`config.mk`:
```
export PLATFORM = sky130hd
export DESIGN_NAME = sum_acum_pipe
export DESIGN_NICKNAME = d
export VERILOG_FILES = /design/src/rtl/sum_acum_pipe.sv
export SDC_FILE = /design/constraint.sdc
export NUM_CORES = 1
export LEC_CHECK = 0
export CAP_MARGIN = 30
export CORE_AREA = 5 5 54 56
export CTS_CLUSTER_SIZE = 16
export DETAILED_ROUTE_END_ITERATION = 6
export DIE_AREA = 0 0 59 61
export DONT_BUFFER_PORTS = 1
export PLACE_DENSITY = 0.61
export RECOVER_POWER = 25
export SYNTH_ARGS = -nofsm -noshare
export SYNTH_HDL_FRONTEND = slang
export SYNTH_SLANG_ARGS = --single-unit
```
`constraint.sdc`:
```
create_clock -name clk -period 2.35 [get_ports clk]
set_input_delay 0.47 -clock clk [delete_from_list [all_inputs] [get_ports clk]]
set_output_delay 0.47 -clock clk [all_outputs]
set_load 0.02 [all_outputs]
```
`src/rtl/sum_acum_pipe.sv`:
```
// Accumulates N_SAMPLES valid sums from the adder pipeline into an ACC_W-bit total
// and hands the total downstream through a valid/ready handshake.
module sum_acum_pipe #(
    parameter int unsigned DATA_W    = 4,
    parameter int unsigned ACC_W     = 8,
    parameter int unsigned N_SAMPLES = 4
) (
    input  logic              clk,
    input  logic              reset,
    input  logic              start,
    input  logic [DATA_W-1:0] sum_in,
    input  logic              sum_valid,
    input  logic              out_ready,
    output logic [ACC_W-1:0]  acc_out,
    output logic              out_valid,
    output logic              busy,
    output logic              overflow,
    output logic [3:0]        count,
    output logic              drop
);

    typedef enum logic [1:0] {StIdle, StAcum, StHold} state_e;

    state_e             state_q, state_d;
    logic [ACC_W-1:0]   acc_q, acc_d;
    logic [3:0]         count_q, count_d;
    logic               ovf_q, ovf_d;
    logic               drop_q, drop_d;
    logic               out_valid_q, busy_q;
    logic [ACC_W:0]     sum_ext;

    // Extra top bit captures the carry out of the accumulator.
    assign sum_ext = {1'b0, acc_q} + (ACC_W + 1)'(sum_in);

    always_comb begin
        state_d = state_q;
        acc_d   = acc_q;
        count_d = count_q;
        ovf_d   = ovf_q;
        drop_d  = 1'b0;
        unique case (state_q)
            StIdle: begin
                drop_d = sum_valid;
                if (start) begin
                    state_d = StAcum;
                    acc_d   = '0;
                    count_d = '0;
                    ovf_d   = 1'b0;
                end
            end
            StAcum: begin
                // Restart beats a coincident sample, which is discarded silently.
                if (start) begin
                    acc_d   = '0;
                    count_d = '0;
                    ovf_d   = 1'b0;
                end else if (sum_valid) begin
                    acc_d   = sum_ext[ACC_W-1:0];
                    ovf_d   = ovf_q | sum_ext[ACC_W];
                    count_d = count_q + 4'd1;
                    if (count_q == 4'(N_SAMPLES - 1)) begin
                        state_d = StHold;
                    end
                end
            end
            StHold: begin
                drop_d = sum_valid;
                if (out_ready) begin
                    if (start) begin
                        state_d = StAcum;
                        acc_d   = '0;
                        count_d = '0;
                        ovf_d   = 1'b0;
                    end else begin
                        state_d = StIdle;
                    end
                end
            end
            default: state_d = StIdle;
        endcase
    end

    always_ff @(posedge clk or posedge reset) begin
        if (reset) begin
            state_q     <= StIdle;
            acc_q       <= '0;
            count_q     <= '0;
            ovf_q       <= 1'b0;
            drop_q      <= 1'b0;
            out_valid_q <= 1'b0;
            busy_q      <= 1'b0;
        end else begin
            state_q     <= state_d;
            acc_q       <= acc_d;
            count_q     <= count_d;
            ovf_q       <= ovf_d;
            drop_q      <= drop_d;
            out_valid_q <= (state_d == StHold);
            busy_q      <= (state_d == StAcum);
        end
    end

    assign acc_out   = acc_q;
    assign out_valid = out_valid_q;
    assign busy      = busy_q;
    assign overflow  = ovf_q;
    assign count     = count_q;
    assign drop      = drop_q;

endmodule
```
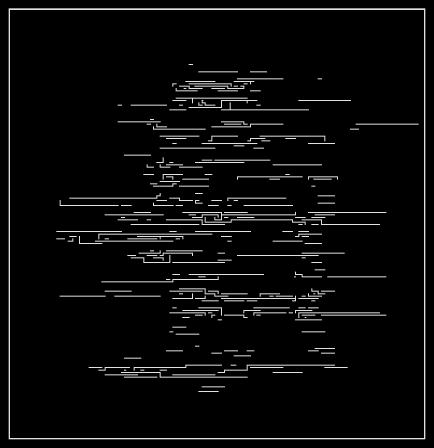
**Above:** run 1 (metal 1).
- main direction: horizontal
- share of all routed wire: 44%
- nets with wire on the layer: 111
- wire length on this layer: 889 µm
- longest straight run: 16.1 µm

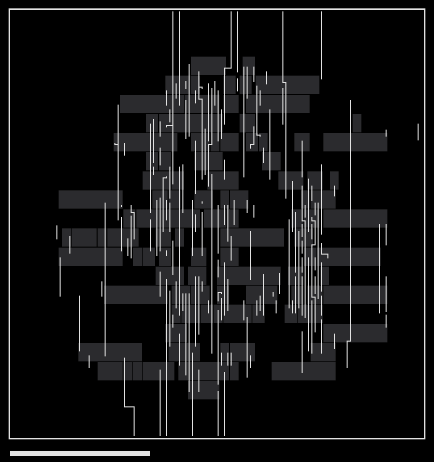
**Above:** run 1 (the metal 2 layer).
Scale bar: 20 µm. Cells faint in the background.
- main direction: vertical
- longest straight run: 34.3 µm
- nets with wire on the layer: 98
- wire length on this layer: 958 µm

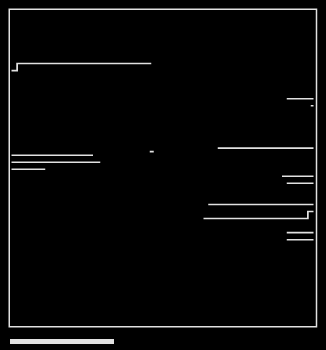
**Above:** run 1 (the metal 3 layer).
Scale bar: 20 µm.
- main direction: horizontal
- share of all routed wire: 7.6%
- wire length on this layer: 152 µm
- nets with wire on the layer: 13
- longest straight run: 25.8 µm

==> flow_metrics.py, run 1 <==
# Synthesis and PnR figures
metrics = {
    "setup_path": {
        "crit_path_end_kind": "flip-flop",
        "cp.buffers_inverters": 0,
        "cp_slowest_cell": "dfrtp_1",
        "regToRegStartpoint": "acc_out[0]",
        "path_cells": "ha_1 -> fa_1 -> a21o_1 -> a21oi_1 -> o21ai_0 -> a21boi_0",
        "required_ns": 2.56,
        "worst-r2r-cell-count": 6,
        "arrival_ns": 2.27,
        "crit_family": "AND-OR/OR-AND gates",
        "r2r_setup_slack_ns": 0.29,
    },
    "clock_tree": {
        "cts_buffers": 3,
        "cts_tree": "done",
        "postCtsSetupBuffers": 0,
        "cts-root-buf": "clkbuf_4",
        "cts_resized": 0,
        "clk_latency_ns": 0.29,
        "path_clk_slew_ns": 0.11,
        "cts.sinks": 18,
    },
    "sta": {
        "fin_ws_ns": 0.290,
        "post-route-min-period_ns": 2.06,
        "finalCritPeriodShare_pct": 87.6,
        "setup_viol": 0,
        "finalHoldViolations": 0,
        "grt_setup_unrepaired": "no",
        "tns_ns": 0,
        "max_slew_margin_pct": 54.5,
    },
    "placed_design": {
        "io_buffers": 0,
        "place_congestion": 0.816,
        "hpwl_um": 1540,
        "pre_cts_ws_ns": 0.305,
    },
    "synth": {
        "area_leaders": "dfrtp_1 46%, ha_1 6.3%, mux2i_1 5.1%",
        "ys_seq_share_pct": 45.5,
        "postSynthAreaPerCell_um2": 10.1,
        "syn-cell-area_um2": 990,
        "yosys_warnings": 0,
        "ys_chip_area_um2": 990,
        "synthTopCellsByCount": "18 x dfrtp_1, 10 x nand2_1, 8 x o21ai_0",
        "ys.flop_type": "dfrtp_1",
        "ys_types": 31,
        "async_reset_ff_share_pct": 100,
        "top_cell": "dfrtp_1",
        "top_area_cell": "dfrtp_1",
        "synth_top_area_share_pct": 45.5,
    },
    "status": {
        "status": "finished clean",
    },
    "final_layout": {
        "antennaDiodeCount": 0,
        "logic_area_um2": 508,
        "fill_cells": 244,
        "flop_area_um2": 450,
    },
    "floorplan": {
        "core_um2": 2390,
        "initial_utilization_pct": 41.5,
        "die_width_um": 59,
        "die-area_um2": 3600,
    },
    "pwr": {
        "power_per_cell_area_nw_per_um2": 965,
        "ir_drop_mv": 0.384,
    },
    "detailed_routing": {
        "drtIter0Drc": 4,
        "vias_per_cell": 5.60,
        "routed_wirelength_um": 2020,
        "post-route-drc-count": 0,
        "drtAntennaViolNets": 0,
    },
    "global_route": {
        "first_global_vias": 737,
        "grt_first_pass_wirelength_um": 3460,
        "antenna_found_initial": 0,
        "grt_max_degree": 19,
    },
    "run": {
        "cap_violations": 0,
        "log.warning_count": 26,
    },
    "hold_path": {
        "hp-class": "in -> async",
    },
}
## run 1: area by class of cell
cell class / instances / share of cell area, %
multi-input cells: 72 / 47.7
flip-flops and latches: 18 / 42.3
well taps: 30 / 3.52
clock buffers: 4 / 3.40
inverters: 7 / 2.46
repair buffers: 1 / 0.704
## run 1: how the worst max path moves through the flow
stage,cells after the start,end,startpoint
after floorplan,6,acc_out[4],acc_out[0]
after global placement,6,acc_out[6],acc_out[0]
after detailed placement,6,acc_out[6],acc_out[0]
after CTS,6,acc_out[6],acc_out[0]
after global routing,6,acc_out[6],acc_out[0]
final,6,acc_out[6],acc_out[0]
## run 1: logic make-up (layout without fill, tap and decap cells)
family	count (synthesis)	in the layout	share of synthesized area, %
AND/OR/NAND/NOR	36	36	20.0
AND-OR/OR-AND	22	22	14.8
flip-flops	18	18	45.5
buffers and inverters	8	12	3.16
multiplexers	7	7	7.33
adder cells (fa/ha/maj)	6	6	8.34
XOR/XNOR	1	1	0.885
## run 1: placed cells by master, fill, tap and decap left out, types with 2 or more instances in the layout
master    synthesis  routed
a21o_1            3       3
a21oi_1           2       2
clkbuf_4          0       3
a32o_1            2       2
nand3_1           6       6
nand2b_1          5       5
nor3_1            3       3
inv_1             7       7
mux2_2            2       2
nand2_1          10      10
nor2_1            3       3
nor2b_1           2       2
ha_1              5       5
dfrtp_1          18      18
mux2i_1           5       5
o21ai_0           8       8
a211oi_1          2       2
## run 1: registers in the layout, summed over array words and instances, names as in the netlist
name,flops
acc_out,8
busy,1
count,4
drop,1
out_valid,1
overflow,1
state_q,2
## run 1: layer usage
metal / vias up / track usage (%) / part of all wire [%]
met5: - / 0 / 0
met4: 0 / 5.83 / 0.84
met3: 2 / 4.47 / 7.5
met2: 13 / 20.2 / 47
met1: 366 / 16.4 / 44
li1: 358 / - / -
## run 1: metrics by stage
stage | std cells | hold slack (ns) | instance area (µm²) | power [mW] | util [%]
floorplan | 98 | 0.409 | 990 | 0.772 | -
global placement | 128 | 0.507 | 1030 | 0.836 | 43.1
detailed placement | 128 | 0.507 | 1030 | 0.849 | 43.1
CTS | 132 | 0.179 | 1070 | 1.04 | 44.7
global route | 132 | 0.209 | 1070 | 1.11 | 44.7
finish | 132 | 0.159 | 1070 | 1.03 | 44.7
## run 1: power by group
part / total (mW) / leakage (nW) / internal (mW) / switching [mW]
clock network: 0.191 / 0.0210 / 0.0943 / 0.0970
logic: 0.316 / 0.262 / 0.153 / 0.163
registers: 0.521 / 0.237 / 0.374 / 0.147
--- run 2 (diff from run 1) ---
--- a/config.mk
+++ b/config.mk
@@ -5,14 +5,15 @@
 export SDC_FILE = /design/constraint.sdc
 export NUM_CORES = 1
 export LEC_CHECK = 0
+export ABC_CLOCK_PERIOD_IN_PS = 2350
 export CAP_MARGIN = 30
 export CORE_AREA = 5 5 54 56
 export CTS_CLUSTER_SIZE = 16
 export DETAILED_ROUTE_END_ITERATION = 6
 export DIE_AREA = 0 0 59 61
 export DONT_BUFFER_PORTS = 1
+export GPL_ROUTABILITY_DRIVEN = 0
 export PLACE_DENSITY = 0.61
-export RECOVER_POWER = 25
 export SYNTH_ARGS = -nofsm -noshare
 export SYNTH_HDL_FRONTEND = slang
 export SYNTH_SLANG_ARGS = --single-unit
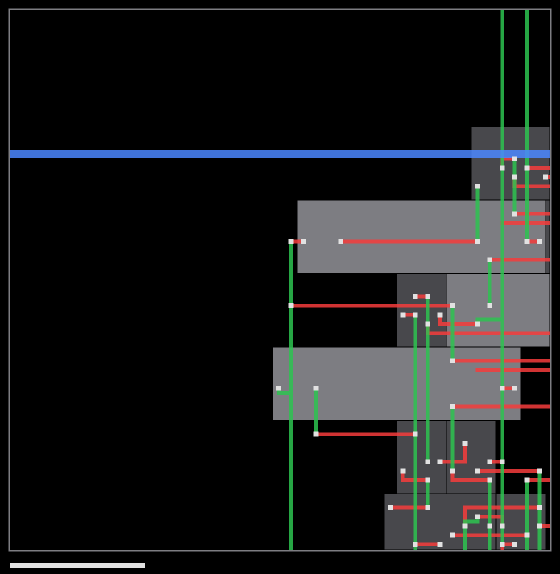
**Above:** run 2 (a small window of the routed layout).
Scale bar: 5 µm. Window x 5 to 25, y 36 to 56 µm. Cells in gray, sequential cells in the stronger gray; small squares are vias.
- red: M1
- blue: M3
- green: M2
- netlist names of flops here include: busy (1), count (1)
- most frequent: nand3_1 (3), dfrtp_1 (2)
- sequential cells in the window: 2
- cells with their middle in the window: 8

==> run 2 against run 1 <==
Die area is the same. Routed wire length is the same. Highest routed layer unchanged. Critical endpoint unchanged. Synthesized cell count is the same. Largest cell class unchanged.
==> flow_metrics.py, run 2 <==
# Synthesis and PnR figures
metrics = {
    "status": {
        "status": "finished clean",
    },
    "setup_path": {
        "crit_family": "AND-OR/OR-AND gates",
        "crit_path_end_kind": "flip-flop",
        "critical_path.max_fanout": 5,
        "cpPeakStageDelay_ns": 0.48,
        "cp.depth": 6,
        "worst-r2r-cell-count": 6,
        "cp.buffers_inverters": 0,
        "required_ns": 2.56,
        "path_cells": "ha_1 -> fa_1 -> a21o_1 -> a21oi_1 -> o21ai_0 -> a21boi_0",
        "crit_type": "reg -> reg",
        "cp_slowest_cell": "dfrtp_1",
        "regToRegStartpoint": "acc_out[0]",
        "r2r_setup_slack_ns": 0.29,
        "crit_path_start_kind": "flip-flop",
        "arrival_ns": 2.27,
    },
    "synth": {
        "synthTopCellsByCount": "18 x dfrtp_1, 10 x nand2_1, 8 x o21ai_0",
        "ys_ff": 18,
        "ys.flop_type": "dfrtp_1",
        "ys_types": 31,
        "async_reset_ff_share_pct": 100,
        "ys_seq_share_pct": 45.5,
        "top_area_cell": "dfrtp_1",
        "syn-cell-area_um2": 990,
        "postSynthAreaPerCell_um2": 10.1,
        "ys_chip_area_um2": 990,
        "area_leaders": "dfrtp_1 46%, ha_1 6.3%, mux2i_1 5.1%",
        "yosys_warnings": 0,
        "synth_top_area_share_pct": 45.5,
        "syn_nets": 113,
        "top_cell": "dfrtp_1",
        "enable_flop_cells": 0,
    },
    "final_layout": {
        "areaGrowthSynthToFinish_pct": 7.71,
        "layout_top_cell": "dfrtp_1",
        "largest_reg_flops": 8,
        "antennaDiodeCount": 0,
        "fin_area_um2": 1070,
        "final_cell_mix": "18 x dfrtp_1, 10 x nand2_1, 8 x o21ai_0",
    },
    "clock_tree": {
        "cts.sinks": 18,
        "cts_resized": 0,
        "clock_path_buffers": 2,
        "clk_latency_ns": 0.29,
        "hold_buffers": 0,
        "htreeDepth": 1,
        "path_clk_slew_ns": 0.11,
        "cts_buffers": 3,
        "cts_tree": "done",
        "postCtsSetupBuffers": 0,
        "cts-root-buf": "clkbuf_4",
    },
    "global_route": {
        "grt_first_pass_wirelength_um": 3460,
        "antenna_found_initial": 0,
        "first_global_vias": 737,
        "grt_max_degree": 19,
        "grt_overflow": 0,
    },
    "sta": {
        "max_slew_margin_pct": 54.5,
        "fin_skew_ns": 0.00125,
        "finalCritPeriodShare_pct": 87.6,
        "hold_ws_ns": 0.159,
        "fin_ws_ns": 0.290,
        "slew_violations": 0,
        "grt_setup_unrepaired": "no",
        "post-route-min-period_ns": 2.06,
        "setup_viol": 0,
        "finalHoldViolations": 0,
        "tns_ns": 0,
    },
    "pwr": {
        "power_per_cell_area_nw_per_um2": 965,
        "ir_drop_mv": 0.384,
        "finalPower_mw": 1.03,
    },
    "detailed_routing": {
        "firstDrtPassIters": 4,
        "routed_wirelength_um": 2020,
        "vias_per_cell": 5.60,
        "post-route-drc-count": 0,
        "drtIter0Drc": 4,
        "drtAntennaViolNets": 0,
    },
    "placed_design": {
        "hpwl_um": 1540,
        "pre_cts_ws_ns": 0.305,
        "placement.cell_area_um2": 1030,
        "io_buffers": 0,
    },
    "floorplan": {
        "die_y_um": 61,
        "die_width_um": 59,
        "rows": 18,
        "initial_utilization_pct": 41.5,
        "core_um2": 2390,
        "die-area_um2": 3600,
    },
    "run": {
        "cap_violations": 0,
        "log.warning_count": 26,
    },
    "hold_path": {
        "hp-class": "in -> async",
    },
}
-- run 2: worst max path at each step --
| stage | startpoint | to | slack, ns |
|---|---|---|---|
| 4_1_cts | acc_out[0] | acc_out[6] | 0.26 |
| 3_3_place_gp | acc_out[0] | acc_out[6] | 0.37 |
| 2_1_floorplan | acc_out[0] | acc_out[4] | 0.51 |
| 6_report | acc_out[0] | acc_out[6] | 0.29 |
| 3_5_place_dp | acc_out[0] | acc_out[6] | 0.30 |
| 5_1_grt | acc_out[0] | acc_out[6] | 0.13 |
-- run 2: cell type report --
type / instances / area (µm²)
Timing Repair Buffer: 1 / 7.51
Inverter: 7 / 26.3
Clock buffer: 4 / 36.3
Fill cell: 244 / 1320
Sequential cell: 18 / 450
Multi-Input combinational cell: 72 / 508
Tap cell: 30 / 37.5
-- run 2: per-stage QoR --
step	instances	util, %
after floorplan	98	-
after global placement	128	43.1
after detailed placement	128	43.1
after CTS	132	44.7
after global routing	132	44.7
final	132	44.7
-- run 2: metal layers --
layer | global-route usage (%) | wire length, µm
met1 | 16.4 | 889
met2 | 20.2 | 957
met3 | 4.47 | 152
met4 | 5.83 | 17
met5 | 0 | 0
-- run 2: power by group --
group | switching (mW) | internal (mW)
combinational | 0.163 | 0.153
clock | 0.0970 | 0.0943
sequential | 0.147 | 0.374
total | 0.407 | 0.621
-- run 2: cell families (layout without fill, tap and decap cells) --
logic type / Yosys count / count (layout) / synth area share [%]
AND/OR/NAND/NOR: 36 / 36 / 20.0
XOR/XNOR: 1 / 1 / 0.885
AND-OR/OR-AND: 22 / 22 / 14.8
adder cells (fa/ha/maj): 6 / 6 / 8.34
buffers and inverters: 8 / 12 / 3.16
flip-flops: 18 / 18 / 45.5
multiplexers: 7 / 7 / 7.33
Power and IR drop assume default switching activity.
